**Run 1: congestion heat map**

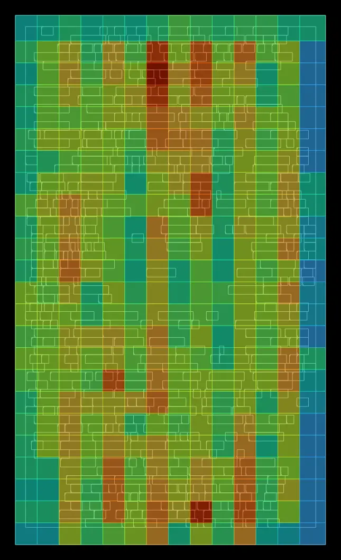
**Run 1: gate families picked out**

Drawn at 3 px/µm.
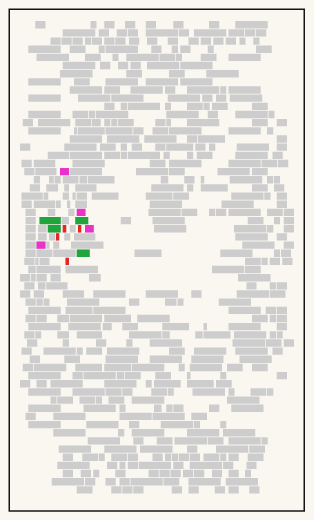
**Run 1: routed metal per tile**

Drawn at 3 px/µm. 20 x 33 tiles, from white (low) to dark blue (high), scaled to the fullest tile. Values are wire area over tile area, all layers added.
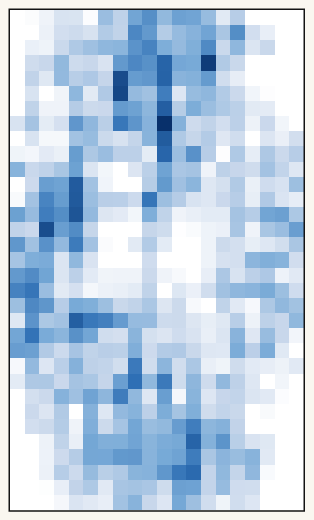
**src/rtl/fifo2pe_dispatch_pkg.sv**
```systemverilog
// rtl/fifo2pe_dispatch_pkg.sv - shared types, constants and helpers for the FIFO-to-Edge-PE dispatcher
//
// Contents:
//   `Num_Edge_PE / `PACKET_SIZE : global sizing defines (fallbacks if not already defined)
//   com_packet                  : {valid, packet} record used on packet buses
//   DISPATCH_DST_LSB            : LSB of the destination PE-id field inside a packet
//   dispatch_state_t            : dispatcher FSM states
//   pe_id_of()                  : extracts the destination PE id from a default-sized packet

`ifndef Num_Edge_PE
`define Num_Edge_PE 4
`endif
`ifndef PACKET_SIZE
`define PACKET_SIZE 64
`endif

package fifo2pe_dispatch_pkg;

   typedef struct packed {
      logic                    valid;
      logic [`PACKET_SIZE-1:0] packet;
   } com_packet;

   localparam int DISPATCH_DST_LSB = 0;
   localparam int PE_ID_W          = (`Num_Edge_PE > 1) ? $clog2(`Num_Edge_PE) : 1;

   typedef enum logic [1:0] {
      ST_RUN   = 2'd0,
      ST_FLUSH = 2'd1
   } dispatch_state_t;

   function automatic logic [PE_ID_W-1:0] pe_id_of(input logic [`PACKET_SIZE-1:0] packet);
      return packet[DISPATCH_DST_LSB +: PE_ID_W];
   endfunction

endpackage

```
**src/rtl/fifo2pe_dispatch_pkt_queue2.sv**
```systemverilog
// rtl/fifo2pe_dispatch_pkt_queue2.sv - 2-entry circular packet queue with push/pop/flush
//
// Ports:
//   clk, reset        : clock, synchronous active-high reset
//   flush             : synchronous clear of count and pointers (below reset, above push/pop)
//   push, push_data   : write push_data at the tail
//   pop               : retire the head entry
//   count             : current occupancy (0..2)
//   count_next        : occupancy after this cycle's push/pop/flush
//   head              : head entry (raw storage, qualified by count != 0)

module pkt_queue2 #(
   parameter int W = 64
) (
   input  logic         clk,
   input  logic         reset,
   input  logic         flush,
   input  logic         push,
   input  logic [W-1:0] push_data,
   input  logic         pop,
   output logic [1:0]   count,
   output logic [1:0]   count_next,
   output logic [W-1:0] head
);

   logic [W-1:0] mem [2];
   logic         head_ptr;
   logic         tail_ptr;
   logic         do_push;
   logic         do_pop;

   assign do_pop  = pop && (count != 2'd0);
   // The issue logic keeps the queue from overflowing; the guard only protects storage.
   assign do_push = push && ((count != 2'd2) || do_pop);
   assign head    = mem[head_ptr];

   always_comb begin
      count_next = count;
      if (reset || flush) begin
         count_next = 2'd0;
      end else begin
         count_next = count + {1'b0, do_push} - {1'b0, do_pop};
      end
   end

   always_ff @(posedge clk) begin
      if (reset || flush) begin
         count    <= 2'd0;
         head_ptr <= 1'b0;
         tail_ptr <= 1'b0;
      end else begin
         if (do_push) begin
            mem[tail_ptr] <= push_data;
            tail_ptr      <= ~tail_ptr;
         end
         if (do_pop) begin
            head_ptr <= ~head_ptr;
         end
         count <= count_next;
      end
   end

endmodule

```
**src/rtl/fifo2pe_dispatch.sv**
```systemverilog
// rtl/fifo2pe_dispatch.sv - pops packets from the packet FIFO and unicasts them to Edge PEs
//
// Ports:
//   clk, reset        : clock, synchronous active-high reset
//   fifo_empty        : packet FIFO has nothing to read
//   fifo_rd_en        : FIFO pop request; data returns on fifo_packet one cycle later
//   fifo_packet       : FIFO read data
//   replay_iter_flag  : synchronous flush for iteration replay
//   pe_ready          : per-PE accept
//   pe_valid          : one-hot offer to the destination PE of the head packet
//   pe_packet         : head packet, broadcast to all PEs, qualified by pe_valid
//   fifo_stall        : queue full, packet controller must pause
//   iter_done         : one-cycle pulse after a last-of-iteration packet is accepted

module fifo2pe_dispatch
   import fifo2pe_dispatch_pkg::*;
#(
   parameter int NUM_PE   = `Num_Edge_PE,
   parameter int PACKET_W = `PACKET_SIZE,
   parameter int DST_LSB  = DISPATCH_DST_LSB,
   parameter int LAST_BIT = PACKET_W - 1
) (
   input  logic                clk,
   input  logic                reset,
   input  logic                fifo_empty,
   output logic                fifo_rd_en,
   input  logic [PACKET_W-1:0] fifo_packet,
   input  logic                replay_iter_flag,
   input  logic [NUM_PE-1:0]   pe_ready,
   output logic [NUM_PE-1:0]   pe_valid,
   output logic [PACKET_W-1:0] pe_packet,
   output logic                fifo_stall,
   output logic                iter_done
);

   localparam int ID_W = (NUM_PE > 1) ? $clog2(NUM_PE) : 1;

   dispatch_state_t     state;
   logic                inflight;
   logic [1:0]          count;
   logic [1:0]          count_next;
   logic [PACKET_W-1:0] head;
   logic [ID_W-1:0]     head_id;
   logic                head_present;
   logic                id_in_range;
   logic                transfer;
   logic                pop;
   logic                push;
   logic [2:0]          credit;

   assign head_present = (count != 2'd0);
   assign head_id      = head[DST_LSB +: ID_W];
   assign id_in_range  = (int'(head_id) < NUM_PE);

   // Offer decode works only from queue registers, so pe_ready never feeds pe_valid/pe_packet.
   always_comb begin
      pe_valid = '0;
      if (head_present && id_in_range) begin
         pe_valid[head_id] = 1'b1;
      end
   end

   assign pe_packet = head_present ? head : '0;

   assign transfer = |(pe_valid & pe_ready);
   // A head addressed to a non-existent PE is discarded in one cycle.
   assign pop      = transfer || (head_present && !id_in_range);

   // Entries already held plus the read in flight, minus what leaves this cycle.
   assign credit     = {1'b0, count} + {2'b00, inflight} - {2'b00, pop};
   assign fifo_rd_en = !reset && !replay_iter_flag && (state == ST_RUN) &&
                       !fifo_empty && (credit < 3'd2);

   // Returning data is only accepted in RUN; a read issued before a flush is dropped.
   assign push = inflight && (state == ST_RUN);

   pkt_queue2 #(
      .W (PACKET_W)
   ) u_queue (
      .clk        (clk),
      .reset      (reset),
      .flush      (replay_iter_flag),
      .push       (push),
      .push_data  (fifo_packet),
      .pop        (pop),
      .count      (count),
      .count_next (count_next),
      .head       (head)
   );

   always_ff @(posedge clk) begin
      if (reset) begin
         state      <= ST_RUN;
         inflight   <= 1'b0;
         fifo_stall <= 1'b0;
         iter_done  <= 1'b0;
      end else if (replay_iter_flag) begin
         state      <= ST_FLUSH;
         inflight   <= 1'b0;
         fifo_stall <= 1'b0;
         iter_done  <= 1'b0;
      end else begin
         case (state)
            ST_RUN: begin
               inflight   <= fifo_rd_en;
               fifo_stall <= (count_next == 2'd2);
               iter_done  <= transfer && head[LAST_BIT];
            end
            ST_FLUSH: begin
               // Single dead cycle: reads were blocked, so nothing is in flight afterwards.
               state      <= ST_RUN;
               inflight   <= 1'b0;
               fifo_stall <= 1'b0;
               iter_done  <= 1'b0;
            end
            default: begin
               state      <= ST_RUN;
               inflight   <= 1'b0;
               fifo_stall <= 1'b0;
               iter_done  <= 1'b0;
            end
         endcase
      end
   end

endmodule

```
**config.mk**
```make
export PLATFORM = sky130hd
export DESIGN_NAME = fifo2pe_dispatch
export DESIGN_NICKNAME = d
export VERILOG_FILES = /design/src/rtl/fifo2pe_dispatch_pkg.sv /design/src/rtl/fifo2pe_dispatch_pkt_queue2.sv /design/src/rtl/fifo2pe_dispatch.sv
export SDC_FILE = /design/constraint.sdc
export NUM_CORES = 1
export LEC_CHECK = 0
export CAP_MARGIN = 20
export CORE_ASPECT_RATIO = 1.75
export CORE_MARGIN = 3
export CORE_UTILIZATION = 40
export DETAILED_ROUTE_END_ITERATION = 8
export PLACE_DENSITY = 0.67
export SETUP_SLACK_MARGIN = 0.15
export SYNTH_ARGS = -nofsm -noshare
export SYNTH_HDL_FRONTEND = slang
export SYNTH_HIERARCHICAL = 1
export SYNTH_SLANG_ARGS = --single-unit
```
**constraint.sdc**
```tcl
create_clock -name clk -period 14.3 [get_ports clk]
set_clock_uncertainty 0.1 [all_clocks]
set_input_delay 4.29 -clock clk [delete_from_list [all_inputs] [get_ports clk]]
set_output_delay 4.29 -clock clk [all_outputs]
set_load 0.02 [all_outputs]
```
==> run notes, run 1 <==
impl run done, here's what came out: Tool Warnings=26, peak supply drop=94.8 µV, # Cells Yosys=321, synth unique cells=31, internal power=~0.00075 W, Worst Path Required=9910 ps, first-pass GRT wire length=between 15 and 20 mm, TNS Setup=0 ps, largest net degree at the start of global routing=66, First-pass DRT Iterations=4, Non-Clock Buffer Count=146, met1 GRT Util=between 10% and 20%, synthesized-area fraction occupied by adder cells=0.974%, Net Sw Power=about 0.00017 W, Critical Path Sink=fifo_rd_en, Worst-Margin Slew=964 ps, total combinational power=around 0.000037 W, Die ar.=roughly 0.016 mm², Clk power=around 0.00045 W, met2 Use GR=25.7%, Layout non-clock buf frac=a little under a fifth, flop share of the area=50.2%, WP depth=9, vias in the first global route=~3,300, Post-synth EDFFs=128, comb_multi_in=166, clk sink count=137, ys flops=137, area leader, netlist=edfxtp_1, Post-route DRC=0, CP Launch Type=input port, I/O Pins=~140, Final Hold Fails=0, WL/cell=16.7 µm, Power Dens Cells=115 mW/mm², most numerous logic cell after layout=clkdlybuf4s50_1, Worst Hold Launch=u_queue/tail_ptr, Top class by area=registers, Area Overhead vs Synth=35.8%, Tot Pwr=slightly above 0.0009 W, total core area=0.0144 mm², yosys simple share=9.64%, Mean Syn Cell Area=18.4 µm², Fin Hold WS=383 ps, LEAKAGE=roughly 2.8 nW, Sw Ratio=about 18%, flop count=137, GP Congestion=0.799, share of cells above drive strength 1=21.5%, XORs/XNORs by Area=0.593%, hold path endpoint=u_queue/tail_ptr, chip height=167 µm, Crit path top cell by count=clkdlybuf4s50_1, Logic inverters=4, Well-Tap Cells=180, reg-to-reg slack, setup=between 10,000 and 15,000 ps, clock buf count=18, initial DRC count=134, Arr. time, crit path=between 7000 and 8000 ps, Max Used Layer=met4, PostCTS Resize Cnt=0, status=completed, worst min path class=flip-flop to flip-flop, Critical Path Sink Type=output pin, comb. cell area=about 0.0017 mm², Detail Route met2 WL=6.42 mm, total wire length=around 11 mm, clock transition at the registers of the reported paths=about 60 ps, Top Consumer=the clock network, Hold Path Stages=2, aoi share=0.487%, fp util=between 40% and 50%, largest registers=u_queue/mem x128, u_queue/count x2, r2r endpoint=u_queue/mem[0][61], clock tree cell share of total cell area=7.55%
## Picture notes: 'congestion heat map'
post-layout util: 55.5%
met3 Use GR: 3.73%

## Picture notes: 'gate families picked out'
XOR/XNOR gates: marked magenta, cells 4, most used xnor2_1, where west. adder and majority cells: marked green, cells 4, most used ha_1, where west. inverters: marked red, cells 4, most used inv_1, where west.

## Picture notes: 'routed metal per tile'
14% of the tiles are nearly empty. The fullest tile reaches 0.38. The densest ninth of the die: north.

==> inputs of run 2 (changes only) <==
--- a/config.mk
+++ b/config.mk
@@ -10,7 +10,7 @@
 export CORE_MARGIN = 3
 export CORE_UTILIZATION = 40
 export DETAILED_ROUTE_END_ITERATION = 8
-export PLACE_DENSITY = 0.67
+export PLACE_DENSITY = 0.69
 export SETUP_SLACK_MARGIN = 0.15
 export SYNTH_ARGS = -nofsm -noshare
 export SYNTH_HDL_FRONTEND = slang
==> constraint.sdc (replaced) <==
create_clock -name clk -period 9.6 [get_ports clk]
set_clock_uncertainty 0.1 [all_clocks]
set_input_delay 2.88 -clock clk [delete_from_list [all_inputs] [get_ports clk]]
set_output_delay 2.88 -clock clk [all_outputs]
set_load 0.02 [all_outputs]
**Run 2: congestion heat map**

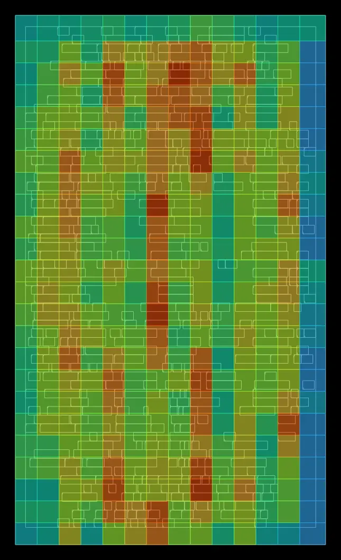
post-layout util: 55.5%
WL/cell: 16.3 µm
gr usage total: 13.8%
met2 Use GR: 26.5%

**Run 2: port wiring**

Drawn at 4 px/µm.
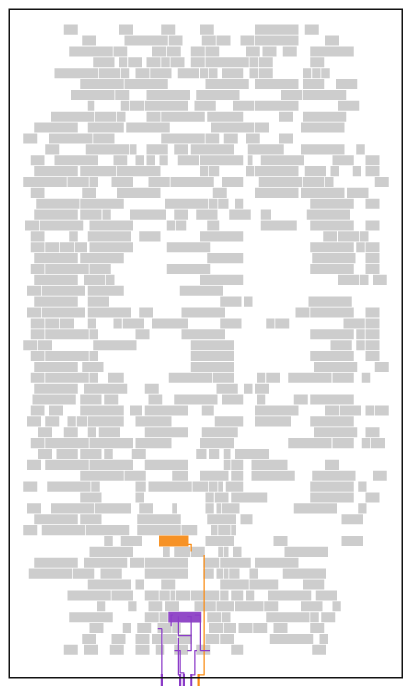
`fifo_stall`: marked orange, bits 1, direction output, edge south, end cells 1, buffers 1, wire 34.1 µm. `pe_ready`: marked purple, bits 4, direction input, edge south, end cells 1, buffers 4, wire 72.7 µm.
I/O Pins: 143
input/output buffers: 142

==> run notes, run 2 <==
impl run done, here's what came out: Fin Hold WS=approximately 390 ps, Setup CP Type=input port to output pin, Post-DP Area=0.00741 mm², fp util=40.9%, r2r endpoint=u_queue/mem[0][34], Max Used Layer=met4, clock tree cell share of total cell area=7.53%, hold buffers post-CTS=0, pre-CTS setup slack=695 ps, total core area=roughly 0.014 mm², largest net degree at the start of global routing=66, clock transition at the registers of the reported paths=around 60 ps, area leader, netlist=edfxtp_1, TNS Setup=0 ps, Final Hold Fails=0, most common cell in the netlist=edfxtp_1, Well-Tap Cells=180, Area Overhead vs Synth=35.7%, total combinational power=0.0000544 W, Hold Path Stages=2, CP peak stage delay=650 ps, Post-route DRC=0, hold path endpoint=u_queue/tail_ptr, synthesized-area fraction occupied by adder cells=0.974%, aoi share=0.487%, WL met3=~520 µm, largest registers=u_queue/mem x128, u_queue/count x2, Tool Warnings=26, met3 Use GR=3.86%, synth unique cells=31, first-pass GRT wire length=~17 mm, Mean Syn Cell Area=approximately 18 µm², ys flops=about 140, Layout non-clock buf frac=18.1%, Net Sw Power=between 0.0002 and 0.0003 W, Detail Route met2 WL=6.41 mm, most numerous logic cell after layout=clkdlybuf4s50_1, reg-to-reg slack, setup=5970 ps, yosys simple share=9.64%, chip height=approximately 170 µm, LEAKAGE=2.79 nW, flop count=137, CP Launch Type=input port, Die ar.=0.0163 mm², fillers=1,174, Worst path slowest cell=clkdlybuf4s50_1, Crit path top cell by count=clkdlybuf4s50_1, crit path cell chain=clkdlybuf4s50_1 > mux4_2 > and2_1 > ha_1 > nand2b_1 > fa_1 > xor2_1 > nor4b_1 > clkdlybuf4s50_1, share of cells above drive strength 1=between 20% and 30%, placed insts=around 630, met1 wire length=approximately 3.8 mm, Tot Pwr=0.00136 W, initial DRC count=103, postcts setup bufs=0, detailed placement HPWL=around 7.5 mm, Power Dens Cells=170 mW/mm², PostCTS Resize Cnt=0, Clk power=0.000649 W, Post-synth EDFFs=128, Worst Path Required=6620 ps, Logic inverters=4, flop share of the area=50.3%, comb_multi_in=between 150 and 200, internal power=0.00110 W, number of flip-flops under the largest register name=128, MUX share of area=16.6%, clock buf count=18, peak supply drop=123 µV, WP depth=9, Top Consumer=registers, XORs/XNORs by Area=less than 1%, status=completed, comb. cell area=between 0.0015 and 0.002 mm², Critical Path Sink=fifo_rd_en, Worst-Margin Slew=950 ps, Non-Clock Buffer Count=146, worst-skew pair later-pin latency=400 ps, Top class by area=registers, setup violators final=0, Worst Hold Launch=u_queue/tail_ptr, FMAX=0.112 GHz, Final Net Count=548, Arr. time, crit path=5920 ps, total wire length=10.8 mm, First-pass DRT Iterations=4, # Cells Yosys=roughly 320, worst min path class=flip-flop to flip-flop, Sw Ratio=19.0%, GP Congestion=0.718, vias in the first global route=between 3,000 and 4,000, clk sink count=137, Critical Path Sink Type=output pin, met1 GRT Util=around an eighth
**Run 2: clock wires, drivers and flops**

Drawn at 4 px/µm.
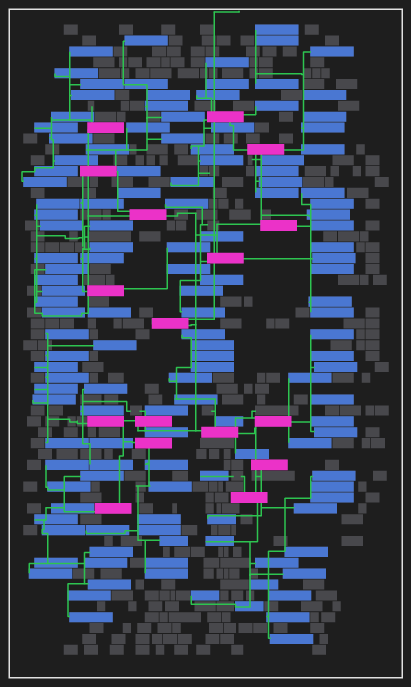
flip-flops: marked blue, count 137. cells driving clock nets: marked magenta, count 17. clock wires: marked green, length 1,540 µm.
There are 18 routed clock nets. Position of the flops: widely spread.

No activity file was given, so power comes from the tool's default toggle rates.
